### config.mk
export PLATFORM = sky130hd
export DESIGN_NAME = sos_sample_sequencer
export DESIGN_NICKNAME = d
export VERILOG_FILES = /design/src/rtl/sos_sample_sequencer_pkg.sv /design/src/rtl/sos_sample_sequencer_watchdog.sv /design/src/rtl/sos_sample_sequencer.sv
export SDC_FILE = /design/constraint.sdc
export NUM_CORES = 1
export LEC_CHECK = 0
export CORE_MARGIN = 8
export CORE_UTILIZATION = 39
export CTS_BUF_LIST = sky130_fd_sc_hd__clkbuf_16
export DETAILED_ROUTE_END_ITERATION = 16
export MAX_ROUTING_LAYER = met4
export PLACE_DENSITY = 0.75
export SETUP_SLACK_MARGIN = 0.3
export SLEW_MARGIN = 40
export SYNTH_ARGS = -nofsm -noshare
export SYNTH_HDL_FRONTEND = slang
export SYNTH_SLANG_ARGS = --single-unit
export TNS_END_PERCENT = 10
### constraint.sdc
create_clock -name clk -period 2.1 [get_ports clk]
set_clock_uncertainty 0.05 [all_clocks]
set_input_delay 0.42 -clock clk [delete_from_list [all_inputs] [get_ports clk]]
set_output_delay 0.42 -clock clk [all_outputs]
set_load 0.05 [all_outputs]
### src/rtl/sos_sample_sequencer_pkg.sv
// sos_sample_sequencer_pkg
//   Shared definitions for the SOS cascade sample sequencer: the 2-bit state
//   encoding, default parameter values and a small state-classification helper.
package sos_sample_sequencer_pkg;

  typedef enum logic [1:0] {
    ST_IDLE = 2'd0,
    ST_TRIG = 2'd1,
    ST_WAIT = 2'd2,
    ST_OUT  = 2'd3
  } seq_state_e;

  localparam int SEQ_DATA_SIZE_DEF = 24;
  localparam int SEQ_TIMEOUT_DEF   = 512;
  localparam int SEQ_DROP_W_DEF    = 8;

  // A computation is in flight: a new converter sample cannot be taken.
  function automatic logic in_flight(input seq_state_e s);
    return (s == ST_TRIG) || (s == ST_WAIT);
  endfunction

endpackage

### src/rtl/sos_sample_sequencer_watchdog.sv
// seq_watchdog
//   Hang detector for the WAIT state. Present only when SEQ_TIMEOUT_EN is
//   defined. Counts enabled cycles from 0 and flags expire on the cycle the
//   count reaches TIMEOUT-1.
//   clk     in   system clock
//   reset   in   asynchronous, active-low reset
//   enable  in   count this cycle
//   clear   in   synchronous return of the count to 0 (has priority)
//   expire  out  enable and count == TIMEOUT-1
`ifdef SEQ_TIMEOUT_EN
module seq_watchdog #(
  parameter int TIMEOUT = 512
) (
  input  logic clk,
  input  logic reset,
  input  logic enable,
  input  logic clear,
  output logic expire
);

  localparam int CNT_W = (TIMEOUT >= 2) ? $clog2(TIMEOUT) : 1;

  logic [CNT_W-1:0] count_q;
  logic [CNT_W-1:0] count_d;

  always_comb begin
    count_d = count_q;
    if (clear) begin
      count_d = '0;
    end else if (enable) begin
      count_d = count_q + CNT_W'(1);
    end
  end

  always_ff @(posedge clk or negedge reset) begin
    if (!reset) begin
      count_q <= '0;
    end else begin
      count_q <= count_d;
    end
  end

  assign expire = enable && (count_q == CNT_W'(TIMEOUT - 1));

endmodule
`endif

### src/rtl/sos_sample_sequencer.sv
// sos_sample_sequencer
//   Initiator side of the SOS cascade handshake. Takes converter samples,
//   holds them on filt_data_in while pulsing sample_trig, waits for a rising
//   edge of the last stage's filter_done, then presents the result to the DAC
//   path. Samples arriving mid-computation are dropped and counted.
//   Optional watchdog on the WAIT state: define SEQ_TIMEOUT_EN.
// Ports
//   clk, reset            clock, asynchronous active-low reset
//   adc_data/adc_valid    incoming sample and its 1-cycle strobe
//   filt_data_in          sample held for the cascade (changes only on accept)
//   sample_trig           1-cycle start pulse to the cascade
//   filt_data_out         cascade result
//   filter_done           cascade completion (level or pulse, rising edge used)
//   dac_data/dac_valid    captured result and its 1-cycle strobe
//   busy                  state != IDLE
//   overrun, drop_cnt     sticky drop flag, saturating drop counter
//   timeout_err           sticky hung-chain flag (0 without SEQ_TIMEOUT_EN)
//   clear_err             synchronous clear of the error state; new events win
//
// state | meaning
// IDLE  | no sample in flight, waiting for adc_valid
// TRIG  | sample latched, sample_trig pulsed this cycle
// WAIT  | cascade computing, watching for filter_done rising edge
// OUT   | dac_valid strobe; may accept the next sample directly
module sos_sample_sequencer
  import sos_sample_sequencer_pkg::*;
#(
  parameter int DATA_SIZE = SEQ_DATA_SIZE_DEF,
  parameter int TIMEOUT   = SEQ_TIMEOUT_DEF,
  parameter int DROP_W    = SEQ_DROP_W_DEF
) (
  input  logic                 clk,
  input  logic                 reset,
  input  logic [DATA_SIZE-1:0] adc_data,
  input  logic                 adc_valid,
  output logic [DATA_SIZE-1:0] filt_data_in,
  output logic                 sample_trig,
  input  logic [DATA_SIZE-1:0] filt_data_out,
  input  logic                 filter_done,
  output logic [DATA_SIZE-1:0] dac_data,
  output logic                 dac_valid,
  output logic                 busy,
  output logic                 overrun,
  output logic [DROP_W-1:0]    drop_cnt,
  output logic                 timeout_err,
  input  logic                 clear_err
);

  if (TIMEOUT < 2) begin : g_bad_timeout
    $error("sos_sample_sequencer: TIMEOUT must be at least 2");
  end

  seq_state_e           state_q, state_d;
  logic                 done_q;
  logic                 done_rise;
  logic [DATA_SIZE-1:0] filt_data_q, filt_data_d;
  logic [DATA_SIZE-1:0] dac_data_q, dac_data_d;
  logic                 overrun_q, overrun_d;
  logic [DROP_W-1:0]    drop_cnt_q, drop_cnt_d;
  logic                 drop_evt;
  logic                 wd_expire;

  assign done_rise = filter_done & ~done_q;
  assign drop_evt  = adc_valid & in_flight(state_q);

  always_comb begin
    state_d     = state_q;
    filt_data_d = filt_data_q;
    dac_data_d  = dac_data_q;
    overrun_d   = clear_err ? 1'b0 : overrun_q;
    drop_cnt_d  = clear_err ? '0 : drop_cnt_q;

    case (state_q)
      ST_IDLE, ST_OUT: begin
        if (adc_valid) begin
          filt_data_d = adc_data;
          state_d     = ST_TRIG;
        end else begin
          state_d = ST_IDLE;
        end
      end
      ST_TRIG: state_d = ST_WAIT;
      ST_WAIT: begin
        // A completion on the expiry cycle still counts as a normal result.
        if (done_rise) begin
          dac_data_d = filt_data_out;
          state_d    = ST_OUT;
        end else if (wd_expire) begin
          state_d = ST_IDLE;
        end
      end
      default: state_d = ST_IDLE;
    endcase

    // A drop in the same cycle as clear_err leaves the count at exactly one.
    if (drop_evt) begin
      overrun_d = 1'b1;
      if (clear_err) begin
        drop_cnt_d = DROP_W'(1);
      end else if (!(&drop_cnt_q)) begin
        drop_cnt_d = drop_cnt_q + DROP_W'(1);
      end
    end
  end

  always_ff @(posedge clk or negedge reset) begin
    if (!reset) begin
      state_q     <= ST_IDLE;
      done_q      <= 1'b0;
      filt_data_q <= '0;
      dac_data_q  <= '0;
      overrun_q   <= 1'b0;
      drop_cnt_q  <= '0;
    end else begin
      state_q     <= state_d;
      done_q      <= filter_done;
      filt_data_q <= filt_data_d;
      dac_data_q  <= dac_data_d;
      overrun_q   <= overrun_d;
      drop_cnt_q  <= drop_cnt_d;
    end
  end

`ifdef SEQ_TIMEOUT_EN
  logic timeout_err_q, timeout_err_d;

  seq_watchdog #(
    .TIMEOUT (TIMEOUT)
  ) u_watchdog (
    .clk    (clk),
    .reset  (reset),
    .enable (state_q == ST_WAIT),
    .clear  (state_q != ST_WAIT),
    .expire (wd_expire)
  );

  always_comb begin
    timeout_err_d = clear_err ? 1'b0 : timeout_err_q;
    if ((state_q == ST_WAIT) && wd_expire && !done_rise) begin
      timeout_err_d = 1'b1;
    end
  end

  always_ff @(posedge clk or negedge reset) begin
    if (!reset) begin
      timeout_err_q <= 1'b0;
    end else begin
      timeout_err_q <= timeout_err_d;
    end
  end

  assign timeout_err = timeout_err_q;
`else
  assign wd_expire   = 1'b0;
  assign timeout_err = 1'b0;
`endif

  assign filt_data_in = filt_data_q;
  assign dac_data     = dac_data_q;
  assign sample_trig  = (state_q == ST_TRIG);
  assign dac_valid    = (state_q == ST_OUT);
  assign busy         = (state_q != ST_IDLE);
  assign overrun      = overrun_q;
  assign drop_cnt     = drop_cnt_q;

endmodule
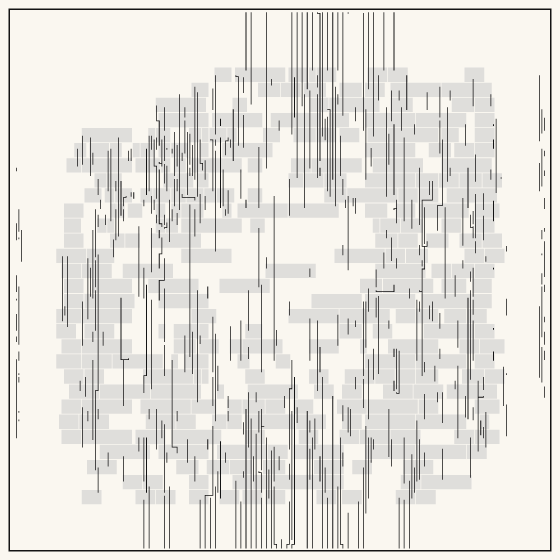
Figure 1: run 1, M2 wires.
nets with wire on the layer: 314
share of all routed wire: 47%
wire length on this layer: 2950 um
longest straight run: 30.8 um
main direction: vertical
wirelength, routed: 6320 um
overall via count from detail_route: 1793
global-route met2 utilization: 20.7%

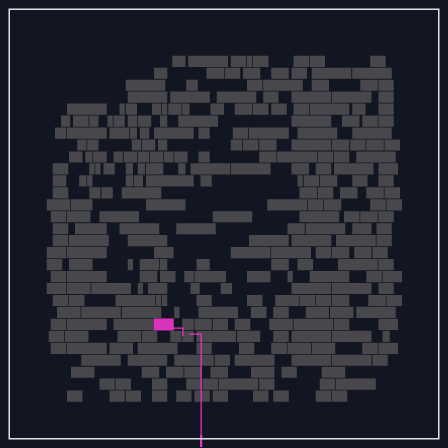
Figure 2: run 1, nets reached from selected ports.
legend:
  magenta:
    port: `dac_valid`
    bits: 1
    direction: output
    end_cells: 1
    wire: 30.1 um
number of top-level pins: 114
quantity of I/O buffers inserted on ports: 112

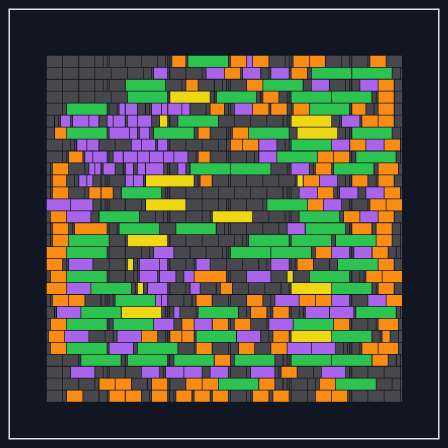
Figure 3: run 1, placed cells, one colour a class.
Fill, decap, tap and diode cells in grey.
legend:
  green:
    class: flops
    cells: 60
  yellow:
    class: clock drivers and dummy loads
    cells: 15
  purple:
    class: combinational and other logic
    cells: 104
  orange:
    class: other buffers and delay cells
    cells: 118
proportion of cell area occupied by registers: 37.0%
Util after Layout: 63.6%
area of the core: 6390 um^2

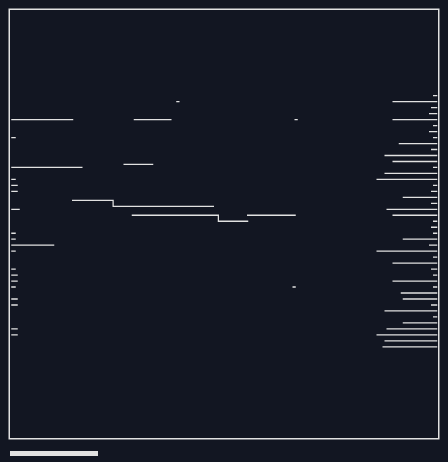
Figure 4: run 1, metal 3.
Scale bar: 20 um.
wire length on this layer: 391 um
longest straight run: 22.8 um
grt met3 use: 4.27%

==> flow_metrics.env, run 1 <==
# source this file to load flow results
export IMPL_cts_tree="built"
export IMPL_synth_avg_cell_area_um2=15.1
export IMPL_first_pass_iters=4
export IMPL_ys_chip_area_um2=2580
export IMPL_drtIter0Drc=21
export IMPL_crit_type="register to output port"
export IMPL_run_status="complete, no violations"
export IMPL_post_cts_setup_buffers=0
export IMPL_first_pass_grt_wire_length_um=10600
export IMPL_timing_critical_path_from="filt_data_in[18]"
export IMPL_setup_repair_after_global_routing_missed_its_margin="true"
export IMPL_finalWorstPathRequiredPeriod_ns=1.96
export IMPL_slew_limit_headroom_pct=57.0
export IMPL_post_dp_area_um2=3770
export IMPL_openroad_warnings=31
export IMPL_max_vdd_ir_drop_mv=1.32
export IMPL_path_cells="clkdlybuf4s50_1"
export IMPL_critPathMaxFanout=2
export IMPL_pin_count_of_the_biggest_net_entering_global_routing=31
export IMPL_first_global_vias=1935
export IMPL_synthArstFlopShare_pct=100
export IMPL_worst_pin_slew_ns=0.644
-- run 1: layout make-up --
cell class,count,share of cell area [%]
Inverter,5,0.462
Timing Repair Buffer,118,29.0
Sequential cell,60,37.0
Clock inverter,6,1.23
Clock buffer,9,5.55
Tap cell,77,2.37
Multi-Input combinational cell,99,24.4
-- run 1: per-layer routing --
metal	routed length (um)	vias up
li1	-	854
met1	2890	860
met2	2950	72
met3	390	7
met4	82	0
met5	0	-
-- run 1: worst paths after layout --
check                                   end  slack [ns]  depth (start not counted)
setup / recovery           filt_data_in[18]        0.14                          1
hold / removal             filt_data_in[17]        0.08                          1
setup reg to reg            filt_data_in[8]        0.29                          5
hold reg to reg                dac_data[13]        0.45                          1
max in group asynchronous  filt_data_in[16]        1.26                          2
min in group clk               dac_data[13]        0.45                          1
-- run 1: cell usage in the layout, fill, tap and decap left out, drive strengths merged, types with 2 or more instances in the layout --
| cell | Yosys | final |
|---|---|---|
| a311oi | 4 | 4 |
| nand4 | 2 | 2 |
| mux2i | 2 | 2 |
| and4 | 4 | 4 |
| dlymetal6s2s | 0 | 7 |
| clkinv | 0 | 2 |
| mux2 | 49 | 49 |
| nor2b | 4 | 4 |
| clkdlybuf4s50 | 0 | 91 |
| dfrtp | 60 | 60 |
| dlygate4sd2 | 0 | 5 |
| inv | 5 | 8 |
| and2 | 2 | 2 |
| a21oi | 7 | 7 |
| a31oi | 2 | 2 |
| buf | 7 | 15 |
| ha | 5 | 5 |
| nand2b | 4 | 4 |
| clkbuf | 0 | 9 |
| a211oi | 2 | 2 |
| nand2 | 4 | 4 |
-- run 1: registers in the layout, indices dropped and copies added (netlist names) --
| signal | flops |
|---|---|
| dac_data | 24 |
| filt_data_in | 24 |
| drop_cnt | 8 |
| state_q | 2 |
| done_q | 1 |
| overrun | 1 |
-- run 1: cells in the mapped netlist, types with 2 or more instances --
master and count:
a211oi_1 2, nand4_1 2, and4_1 3, a311oi_1 4, nand2_1 3, nor2b_2 2
mux2_2 30, mux2_4 19, nand2b_1 4, inv_1 5, nor2b_1 2, buf_12 2
a21oi_1 7, mux2i_1 2, a31oi_1 2, ha_1 5, buf_2 3, dfrtp_1 60
-- run 1: power breakdown --
part,switching [mW],internal [mW],leakage [nW]
combinational,2.64,1.71,0.990
clock,0.457,0.889,0.146
sequential,0.294,1.69,0.726
-- run 1: cells by family (layout without fill, tap and decap cells) --
kind of cell / Yosys count / in the layout / synth area share, %
buffers and inverters: 12 / 138 / 3.59
adders and majority gates: 5 / 5 / 2.42
other: 1 / 1 / 0.145
muxes: 51 / 51 / 24.9
and+or+nand+nor: 23 / 23 / 5.87
AOI/OAI and AO/OA: 19 / 19 / 4.90
DFF: 60 / 60 / 58.2
-- run 1: stage by stage --
stage,utilization (%),setup slack [ns]
2_1_floorplan,-,0.380
3_3_place_gp,59.1,0.291
3_5_place_dp,59.1,0.271
4_1_cts,63.3,0.125
5_1_grt,63.6,0.109
6_report,63.6,0.136
Figure 5. Cell placement (run 1).
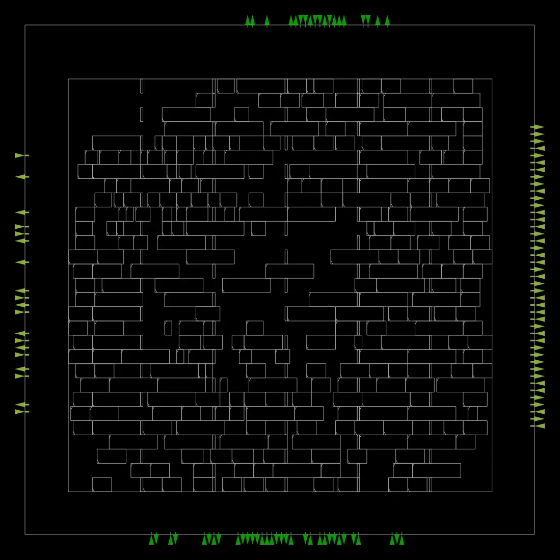

==> run 2: changes to the inputs <==
--- a/config.mk
+++ b/config.mk
@@ -5,7 +5,6 @@
 export SDC_FILE = /design/constraint.sdc
 export NUM_CORES = 1
 export LEC_CHECK = 0
-export CORE_MARGIN = 8
 export CORE_UTILIZATION = 39
 export CTS_BUF_LIST = sky130_fd_sc_hd__clkbuf_16
 export DETAILED_ROUTE_END_ITERATION = 16
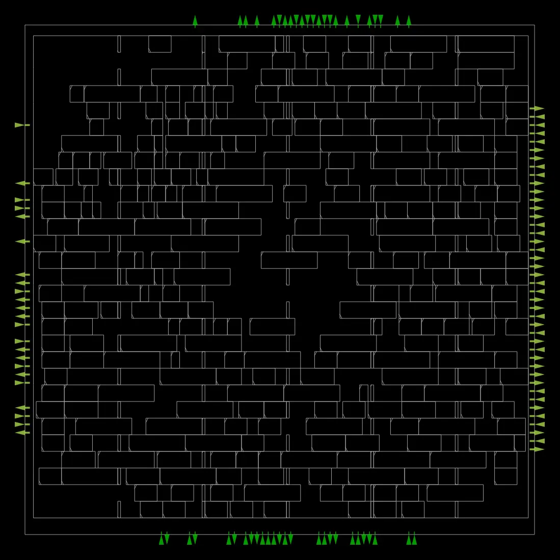
Figure 6: run 2, cell placement.
Site Rows: 29
proportion of cell area occupied by registers: 36.8%
sequential cell count: 60
FILL cells: 492
Tap Cells: 77

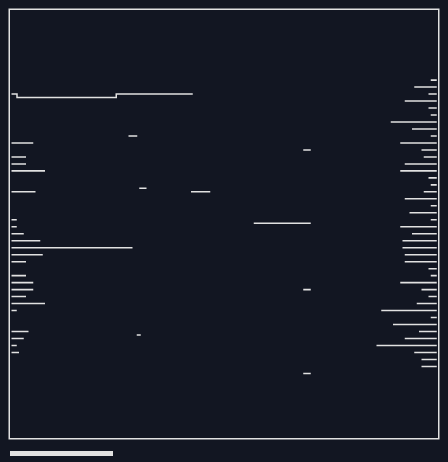
Figure 7: run 2, metal 3.
Scale bar: 20 um.
nets with wire on the layer: 67
main direction: horizontal
overall via count from detail_route: 1848
wirelength, routed: 5310 um
grt met3 use: 3.98%

==> run 2 against run 1 <==
- non-clock buffer count shrank 1
- clock-buffer cell count unchanged
- die size is 27% lower
- highest routed layer unchanged
==> flow_metrics.env, run 2 <==
# source this file to load flow results
export IMPL_critPathMaxFanout=2
export IMPL_slew_limit_headroom_pct=64.1
export IMPL_mostFrequentLayoutCell="clkdlybuf4s50_1"
export IMPL_synthCells=171
export IMPL_finalWorstPathRequiredPeriod_ns=1.94
export IMPL_crit_cells=1
export IMPL_most_frequently_used_cell_type_in_the_post_synthesis_netlist="dfrtp_1"
export IMPL_remaining_drc_errors=0
export IMPL_cts_htree_levels=3
export IMPL_openroad_warnings=31
export IMPL_cts_inserted_buffers=9
export IMPL_common_cells="60 x dfrtp_1, 30 x mux2_2, 19 x mux2_4"
export IMPL_synthesis_yosys_warnings=0
export IMPL_synthArstFlopShare_pct=100
export IMPL_first_pass_grt_wire_length_um=8890
export IMPL_max_vdd_ir_drop_mv=1.23
export IMPL_synth_avg_cell_area_um2=15.1
export IMPL_detail_route_vias_per_cell=4.95
export IMPL_crit_type="register to output port"
export IMPL_synth_sequential_area_ratio_pct=58.2
export IMPL_port_buffer_count=112
export IMPL_final_cell_mix="93 x clkdlybuf4s50_1, 60 x dfrtp_1, 30 x mux2_2"
export IMPL_ys_chip_area_um2=2580
export IMPL_run_status="complete, no violations"
export IMPL_postCtsResizedCells=6
export IMPL_setup_repair_after_global_routing_missed_its_margin="true"
export IMPL_pin_count_of_the_biggest_net_entering_global_routing=61
export IMPL_setup_violations=0
export IMPL_first_global_vias=1899
export IMPL_drtIter0Drc=50
export IMPL_post_cts_setup_buffers=0
export IMPL_first_pass_iters=4
export IMPL_path_cells="clkdlybuf4s50_1"
export IMPL_worst_pin_slew_ns=0.538
export IMPL_cts_tree="built"
export IMPL_num_io_pins=114
export IMPL_timing_reg2reg_worst_path_depth=5
export IMPL_numClockSinks=60
export IMPL_netlist_cell_type_count=32
export IMPL_core_area_um2=6390
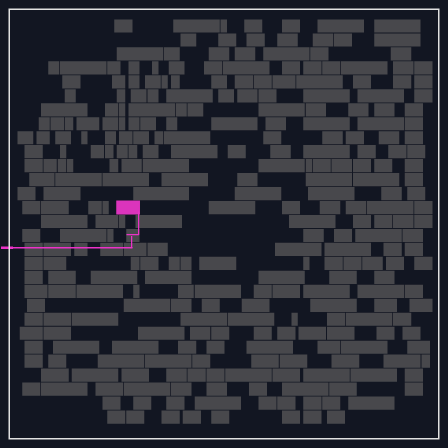
Figure 8: run 2, nets reached from selected ports.
legend:
  magenta:
    port: `dac_valid`
    bits: 1
    direction: output
    end_cells: 1
    wire: 32.2 um

run 2: cell count changes in the layout (fill, tap and decap cells not counted), sizes merged:
cell | before | now
inv | 8 | 7
dlymetal6s2s | 7 | 8
dlygate4sd2 | 5 | 6
clkdlybuf4s50 | 91 | 93
clkinv | 2 | 3
buf | 15 | 10
run 2: cell type report:
type | count | area (um^2) | area share [%]
sequential | 60 | 1500 | 36.8
timing repair buffer | 117 | 1190 | 29.3
multi-input combinational | 99 | 992 | 24.3
inverter | 5 | 18.8 | 0.460
clock buffer | 9 | 225 | 5.52
clock inverter | 6 | 48.8 | 1.20
tap | 77 | 96.3 | 2.36
run 2: power breakdown:
| group | total (mW) | internal, mW | switching (mW) |
|---|---|---|---|
| Sequential | 1.97 | 1.69 | 0.277 |
| Clock | 1.34 | 0.887 | 0.449 |
| Combinational | 4.33 | 1.73 | 2.60 |
run 2: cell families after synthesis:
logic type | synth area share, %
AND/OR/NAND/NOR | 5.87
adder cells (fa/ha/maj) | 2.42
flip-flops | 58.2
buffers and inverters | 3.59
AND-OR/OR-AND | 4.90
multiplexers | 24.9
other | 0.145
run 2: metal layers:
metal	up-vias	share of wire, %	global-route usage (%)
met2	73	47	25.5
met3	8	5.9	3.98
met5	-	0	-
li1	855	-	-
met4	0	1.7	7.99
met1	912	45	20.9
run 2: worst paths after layout:
path | startpoint | to | slack [ns]
hold reg to reg | dac_data[11] | dac_data[11] | 0.45
min in group clk | dac_data[11] | dac_data[11] | 0.45
setup reg to reg | state_q[0] | filt_data_in[7] | 0.27
max in group asynchronous | reset | dac_data[18] | 1.68
setup / recovery | filt_data_in[21] | filt_data_in[21] | 0.16
hold / removal | reset | filt_data_in[17] | 0.06
run 2: per-stage QoR:
| stage | worst slack (ns) | std cells | cell area [um^2] | utilization [%] | power, mW |
|---|---|---|---|---|---|
| after floorplan | 0.380 | 171 | 2580 | - | 5.03 |
| after CTS | 0.120 | 373 | 4060 | 63.5 | 7.73 |
| after detailed placement | 0.284 | 358 | 3790 | 59.3 | 6.36 |
| after global placement | 0.296 | 358 | 3790 | 59.3 | 6.31 |
| after global routing | 0.123 | 373 | 4080 | 63.8 | 7.97 |
| final | 0.156 | 373 | 4080 | 63.8 | 7.63 |
Figure 9. Placed cells, one colour a class (run 2).
Fill, decap, tap and diode cells in grey.
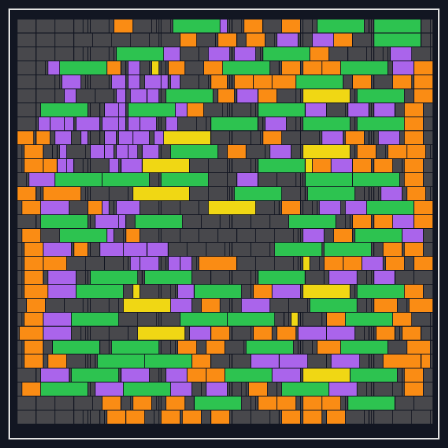

==> run 3: changes to the inputs <==
--- a/config.mk
+++ b/config.mk
@@ -5,11 +5,13 @@
 export SDC_FILE = /design/constraint.sdc
 export NUM_CORES = 1
 export LEC_CHECK = 0
-export CORE_UTILIZATION = 39
+export CELL_PAD_IN_SITES_DETAIL_PLACEMENT = 1
+export CELL_PAD_IN_SITES_GLOBAL_PLACEMENT = 2
+export CORE_UTILIZATION = 27
 export CTS_BUF_LIST = sky130_fd_sc_hd__clkbuf_16
 export DETAILED_ROUTE_END_ITERATION = 16
 export MAX_ROUTING_LAYER = met4
-export PLACE_DENSITY = 0.75
+export PLACE_DENSITY = 0.8
 export SETUP_SLACK_MARGIN = 0.3
 export SLEW_MARGIN = 40
 export SYNTH_ARGS = -nofsm -noshare
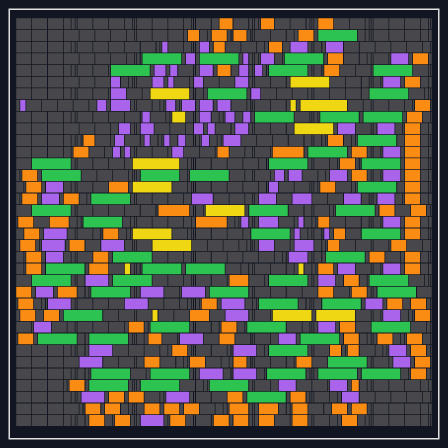
Figure 10: run 3, placed cells, one colour a class.
Fill, decap, tap and diode cells in grey.
legend:
  yellow:
    class: clock drivers and dummy loads
    cells: 16
  orange:
    class: other buffers and delay cells
    cells: 118
  green:
    class: flops
    cells: 60
  purple:
    class: combinational and other logic
    cells: 104
area of the core: 9240 um^2
proportion of cell area occupied by registers: 35.9%

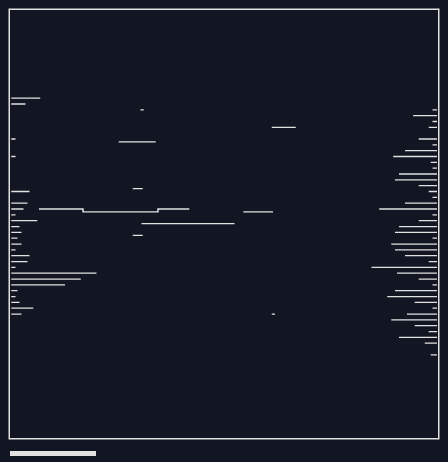
Figure 11: run 3, metal 3.
Scale bar: 20 um.
longest straight run: 21.4 um
nets with wire on the layer: 68
main direction: horizontal
share of all routed wire: 6.6%
wire length on this layer: 402 um
wirelength, routed: 6090 um
overall via count from detail_route: 1843
grt met3 use: 3.27%

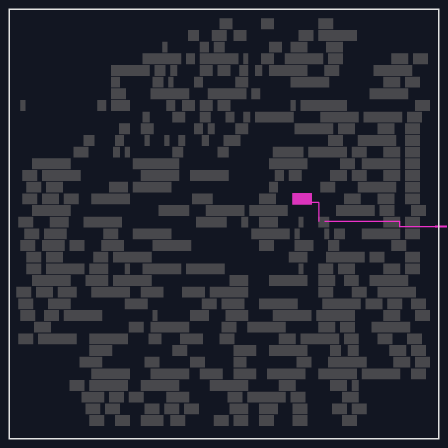
Figure 12: run 3, nets reached from selected ports.
legend:
  magenta:
    port: `dac_valid`
    bits: 1
    direction: output
    end_cells: 1
    wire: 33.5 um

==> run 3 against run 2 <==
- synthesized cell count unchanged
- power is 3.1% higher
- hold slack gained 0.0030 ns
- critical path type unchanged
- highest routed layer unchanged
==> flow_metrics.env, run 3 <==
# source this file to load flow results
export IMPL_run_status="complete, no violations"
export IMPL_crit_type="register to output port"
export IMPL_synthCells=171
export IMPL_cts_htree_levels=3
export IMPL_adder_share_pct=2.42
export IMPL_detail_route_vias_per_cell=4.32
export IMPL_synthArstFlopShare_pct=100
export IMPL_dp_worst_setup_slack_ns=0.250
export IMPL_mostFrequentLayoutCell="clkdlybuf4s50_1"
export IMPL_synthesis_yosys_warnings=0
export IMPL_rows=35
export IMPL_first_global_vias=1969
export IMPL_most_frequently_used_cell_type_in_the_post_synthesis_netlist="dfrtp_1"
export IMPL_postLayoutSetupSlackWorst_ns=0.143
export IMPL_setup_violations=0
export IMPL_numClockSinks=60
export IMPL_cts_inserted_buffers=9
export IMPL_p_switching_mw=3.42
export IMPL_openroad_warnings=31
export IMPL_first_pass_iters=4
-- run 3: kinds of logic (layout without fill, tap and decap cells) --
logic type,Yosys count,count (layout)
compound gates,19,19
fa+ha+maj,5,5
buf+inv,12,139
flops,60,60
mux,51,51
other cells,1,1
simple gates,23,23
-- run 3: area by class of cell --
cell class | count | area (um^2) | share of cell area [%]
tap | 129 | 161 | 3.86
clock inverter | 7 | 83.8 | 2.01
clock buffer | 9 | 225 | 5.39
multi-input combinational | 99 | 992 | 23.7
timing repair buffer | 118 | 1190 | 28.6
sequential | 60 | 1500 | 35.9
inverter | 5 | 18.8 | 0.449
-- run 3: power groups by stage --
| stage | clock, mW | combinational (mW) | sequential, mW |
|---|---|---|---|
| 3_5_place_dp | 0 | 4.45 | 2.00 |
| 2_1_floorplan | 0 | 1.29 | 3.74 |
| 4_1_cts | 1.56 | 4.44 | 1.99 |
| 3_3_place_gp | 0 | 4.38 | 1.99 |
| 6_report | 1.51 | 4.38 | 1.98 |
| 5_1_grt | 1.61 | 4.58 | 2.06 |
-- run 3: path summary, 6_finish.rpt --
| path | depth (start not counted) | from | to |
|---|---|---|---|
| hold / removal | 2 | reset | dac_data[15] |
| setup / recovery | 1 | filt_data_in[0] | filt_data_in[0] |
| max in group asynchronous | 2 | reset | drop_cnt[1] |
| hold reg to reg | 1 | filt_data_in[5] | filt_data_in[5] |
| setup reg to reg | 5 | state_q[0] | filt_data_in[9] |
| min in group clk | 1 | filt_data_in[5] | filt_data_in[5] |
-- run 3: routing by layer --
metal | part of all wire [%] | track usage (%) | vias to the layer above
met5 | 0 | - | -
met4 | 1.6 | 5.77 | 0
met3 | 6.6 | 3.27 | 9
met2 | 45 | 20.2 | 75
met1 | 47 | 17.7 | 900
li1 | - | - | 859
-- run 3: repair_timing --
item                                   4_1_cts  5_1_grt
gates resized                                7        8
pin swaps                                    0        0
endpoints found under the hold margin        0        0
setup endpoints to repair                   73       80
cloned                                       0        0
-- run 3: through the flow --
step	power [mW]	hold slack [ns]	cell area, um^2
floorplan	5.03	0.0744	2580
global placement	6.37	0.407	3860
detailed placement	6.45	0.416	3860
CTS	8.00	0.0706	4160
global route	8.25	0.0938	4180
finish	7.87	0.0628	4180
Power figures rest on the tool's default switching activity, not on a simulated workload.
